Figure 1. Cell sizes after repair.
(6 px per µm)
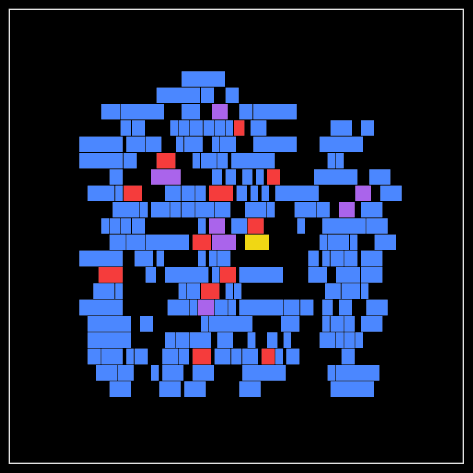
Figure 2. Ports around the boundary.
(6 px per µm) Pins as bars across the die edge, other pins in grey.
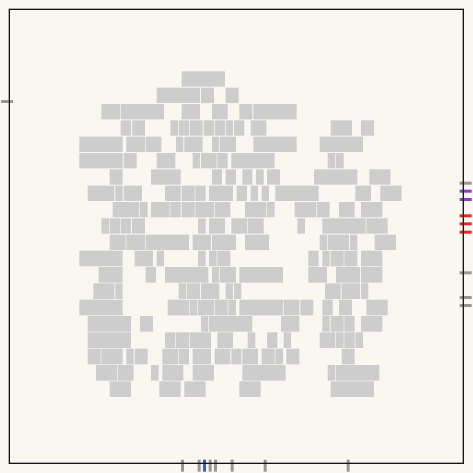
Figure 3. Logic cells by family.
(6 px per µm)
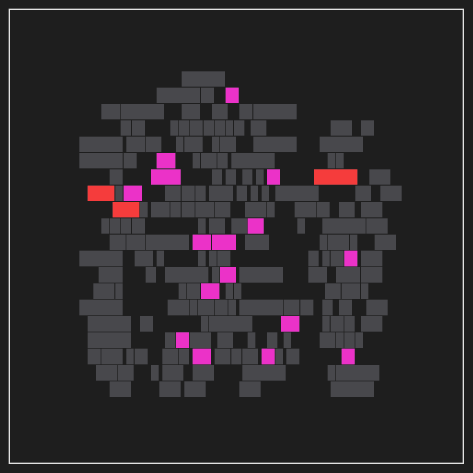
<file path="src/rtl/freq_autorange_ctrl.sv">
// Gate/settle/evaluate sequencer for a frequency counter.
// It steps the measurement range up or down, with hysteresis, on over- and under-range results.
module freq_autorange_ctrl #(
  parameter int unsigned NUM_RANGES    = 8,
  parameter int unsigned GATE_CYCLES   = 1000,
  parameter int unsigned SETTLE_CYCLES = 2,
  parameter int unsigned HYST          = 2,
  parameter int unsigned INIT_RANGE    = 0,
  localparam int unsigned RANGE_W      = $clog2(NUM_RANGES)
) (
  input  logic               clk_i,
  input  logic               clear_ni,
  input  logic               start_i,
  input  logic               cont_i,
  input  logic               hold_i,
  input  logic               cntover_i,
  input  logic               cntlow_i,
  output logic               reset_o,
  output logic               gate_o,
  output logic [RANGE_W-1:0] range_o,
  output logic [1:0]         std_f_sel_o,
  output logic               valid_o,
  output logic               busy_o,
  output logic               ovf_err_o,
  output logic               unf_err_o
);

  localparam int unsigned MaxCyc = (GATE_CYCLES > SETTLE_CYCLES) ? GATE_CYCLES : SETTLE_CYCLES;
  localparam int unsigned CntW   = $clog2(MaxCyc + 1);
  localparam int unsigned HystW  = $clog2(HYST + 1);

  typedef enum logic [2:0] {StIdle, StRst, StGate, StSettle, StEval} state_e;

  state_e             state_q, state_d;
  logic [CntW-1:0]    cnt_q, cnt_d;
  logic [RANGE_W-1:0] range_q, range_d;
  logic [HystW-1:0]   up_cnt_q, up_cnt_d, dn_cnt_q, dn_cnt_d;
  logic               cont_q, cont_d;
  logic               ovf_q, ovf_d, unf_q, unf_d;

  logic               over, under, in_range;
  logic [HystW-1:0]   up_inc, dn_inc;
  logic               up_hit, dn_hit, can_up, can_dn;
  logic               ovf_set, unf_set;

  // Over wins when both flags are set.
  assign over     = cntover_i;
  assign under    = cntlow_i & ~cntover_i;
  assign in_range = ~cntover_i & ~cntlow_i;
  assign up_inc   = up_cnt_q + HystW'(1);
  assign dn_inc   = dn_cnt_q + HystW'(1);
  assign up_hit   = (up_inc == HystW'(HYST));
  assign dn_hit   = (dn_inc == HystW'(HYST));
  assign can_up   = ~hold_i && (range_q != RANGE_W'(NUM_RANGES - 1));
  assign can_dn   = ~hold_i && (range_q != '0);
  assign ovf_set  = (state_q == StEval) && over && up_hit && !can_up;
  assign unf_set  = (state_q == StEval) && under && dn_hit && !can_dn;

  always_ff @(posedge clk_i) begin
    if (!clear_ni) state_q <= StIdle;
    else           state_q <= state_d;
  end

  always_comb begin
    state_d = state_q;
    unique case (state_q)
      StIdle:   if (start_i) state_d = StRst;
      StRst:    state_d = StGate;
      StGate:   if (cnt_q == '0) state_d = StSettle;
      StSettle: if (cnt_q == '0) state_d = StEval;
      StEval: begin
        if (cont_q)                              state_d = StRst;
        else if (in_range || ovf_set || unf_set) state_d = StIdle;
        else                                     state_d = StRst;
      end
      default:  state_d = StIdle;
    endcase
  end

  always_comb begin
    cnt_d    = cnt_q;
    range_d  = range_q;
    up_cnt_d = up_cnt_q;
    dn_cnt_d = dn_cnt_q;
    cont_d   = cont_q;
    ovf_d    = ovf_q;
    unf_d    = unf_q;
    unique case (state_q)
      StIdle: begin
        if (start_i) begin
          cont_d = cont_i;
          ovf_d  = 1'b0;
          unf_d  = 1'b0;
        end
      end
      StRst:    cnt_d = CntW'(GATE_CYCLES - 1);
      StGate:   cnt_d = (cnt_q == '0) ? CntW'(SETTLE_CYCLES - 1) : cnt_q - CntW'(1);
      StSettle: if (cnt_q != '0) cnt_d = cnt_q - CntW'(1);
      StEval: begin
        if (over) begin
          dn_cnt_d = '0;
          if (up_hit) begin
            // Counter restarts whether the range moved or an error was flagged.
            up_cnt_d = '0;
            if (can_up) range_d = range_q + RANGE_W'(1);
            else        ovf_d   = 1'b1;
          end else begin
            up_cnt_d = up_inc;
          end
        end else if (under) begin
          up_cnt_d = '0;
          if (dn_hit) begin
            dn_cnt_d = '0;
            if (can_dn) range_d = range_q - RANGE_W'(1);
            else        unf_d   = 1'b1;
          end else begin
            dn_cnt_d = dn_inc;
          end
        end else begin
          up_cnt_d = '0;
          dn_cnt_d = '0;
        end
      end
      default: ;
    endcase
  end

  always_ff @(posedge clk_i) begin
    if (!clear_ni) begin
      cnt_q    <= '0;
      range_q  <= RANGE_W'(INIT_RANGE);
      up_cnt_q <= '0;
      dn_cnt_q <= '0;
      cont_q   <= 1'b0;
      ovf_q    <= 1'b0;
      unf_q    <= 1'b0;
    end else begin
      cnt_q    <= cnt_d;
      range_q  <= range_d;
      up_cnt_q <= up_cnt_d;
      dn_cnt_q <= dn_cnt_d;
      cont_q   <= cont_d;
      ovf_q    <= ovf_d;
      unf_q    <= unf_d;
    end
  end

  always_comb begin
    reset_o     = (state_q == StRst);
    gate_o      = (state_q == StGate);
    busy_o      = (state_q != StIdle);
    valid_o     = (state_q == StEval) && in_range;
    range_o     = range_q;
    std_f_sel_o = range_q[RANGE_W-1 -: 2];
    ovf_err_o   = ovf_q;
    unf_err_o   = unf_q;
  end

endmodule

</file>
<file path="config.mk">
export PLATFORM = sky130hd
export DESIGN_NAME = freq_autorange_ctrl
export DESIGN_NICKNAME = d
export VERILOG_FILES = /design/src/rtl/freq_autorange_ctrl.sv
export SDC_FILE = /design/constraint.sdc
export NUM_CORES = 1
export LEC_CHECK = 0
export CORE_MARGIN = 10
export CORE_UTILIZATION = 45
export DETAILED_ROUTE_END_ITERATION = 12
export GPL_TIMING_DRIVEN = 0
export PLACE_DENSITY = 0.67
export SLEW_MARGIN = 5
export SYNTH_ARGS = -nofsm -noshare
export SYNTH_HDL_FRONTEND = slang
export SYNTH_SLANG_ARGS = --single-unit
</file>
<file path="constraint.sdc">
create_clock -name clk_i -period 4.4 [get_ports clk_i]
set_input_delay 1.32 -clock clk_i [delete_from_list [all_inputs] [get_ports clk_i]]
set_output_delay 1.32 -clock clk_i [all_outputs]
set_load 0.005 [all_outputs]
</file>
==> notes.md <==
run results: run status finished clean, Total Nets Final 197, share of cells above drive strength 1 10.75%, count leader, synth dfxtp_1, Slew @ Worst Pin 701.7 ps, top post-synthesis cells by count 23 x dfxtp_1, 12 x nand2_1, 10 x nor2_1, row cnt 20, worst path cell trace clkdlybuf4s50_1 > nor3_1 > clkdlybuf4s50_1, Tot GR Track Use 12.38%, Finished Layout Cells between 200 and 250, most frequent CP cell clkdlybuf4s50_1, Arr. time, crit path approximately 2500 ps, distinct lib cells 50, Yosys warning total 0, type of the worst min-delay path register to register, Combinational Power Share 42.6%, Detailed Route WL 3390 µm, via count about 1300, DP Wirelength 2612 µm, Net Count, Synth 176, CTS sink count 23, final hold viol count 0, final cell utilization of the core 53.63%, CTS clk-pin slew, worst paths roughly 120 ps, crit-path max FO 4, CP Class input port to output port, Worst EP required 3080 ps, fin crit period 3833 ps
About Figure 1:
x6 and larger: marked yellow, cells 1, share 0.54%, most used buf_6. x3 and x4: marked purple, cells 7, share 3.8%, most used clkbuf_4. x1 and smaller: marked blue, cells 166, share 89%, most used dfxtp_1. x2: marked red, cells 12, share 6.5%, most used or3b_2.

About Figure 2:
`start_i`: marked blue, pins 1, direction input, edge bottom. `range_o`: marked red, pins 3, direction output, edge right. `std_f_sel_o`: marked purple, pins 2, direction output, edge right.
All pins by edge: 9 right, 8 bottom, 1 left.

About Figure 3:
and/or cells: marked magenta, cells 16. fa/ha/maj cells: marked red, cells 3, most used ha_1.

## path summary, 6_finish.rpt
check	from	to	slack (ps)	cells after the start
hold reg to reg	up_cnt_q[1]	up_cnt_q[1]	450	2
setup / recovery	cntlow_i	valid_o	570	3
setup reg to reg	cnt_q[0]	cnt_q[1]	2140	6
hold / removal	up_cnt_q[1]	up_cnt_q[1]	450	2
## layer usage
metal / vias to the layer above / routed length, µm / GRT usage (%)
li1: 651 / - / -
met1: 620 / 1429 / 14.19
met2: 34 / 1669 / 21.72
met3: 5 / 241 / 2.474
met4: 0 / 49 / 5.361
met5: - / 0 / 0
## power groups by stage
| stage | Combinational, mW | Clock, mW | Sequential, mW |
|---|---|---|---|
| finish | 0.275 | 0.0988 | 0.272 |
| global route | 0.307 | 0.107 | 0.277 |
| CTS | 0.274 | 0.101 | 0.272 |
| detailed placement | 0.270 | 0 | 0.277 |
| global placement | 0.267 | 0 | 0.275 |
| floorplan | 0.205 | 0 | 0.268 |
## area by class of cell
cell class / count / area, µm² / share of cell area (%)
multi-input cells: 122 / 827.0 / 51.36
flip-flops and latches: 23 / 460.4 / 28.59
repair buffers: 16 / 160.2 / 9.946
plain buffers: 12 / 61.31 / 3.807
well taps: 33 / 41.29 / 2.564
inverters: 9 / 33.78 / 2.098
clock buffers: 4 / 26.28 / 1.632
## worst max-delay path, delay by kind of cell
family                 cells  cell delay [ps]
and+or+nand+nor            1              200
buffers and inverters      2              990
## cell families after synthesis
family                   count (synthesis)  synth area share [%]
AND-OR/OR-AND                           42                 22.45
multiplexers                             4                 2.896
flip-flops                              23                 33.30
adder cells (fa/ha/maj)                  3                 3.258
XOR/XNOR                                 1                0.6336
AND/OR/NAND/NOR                         72                 30.59
buffers and inverters                   21                 6.877
Power is estimated from default activity; no workload was simulated.
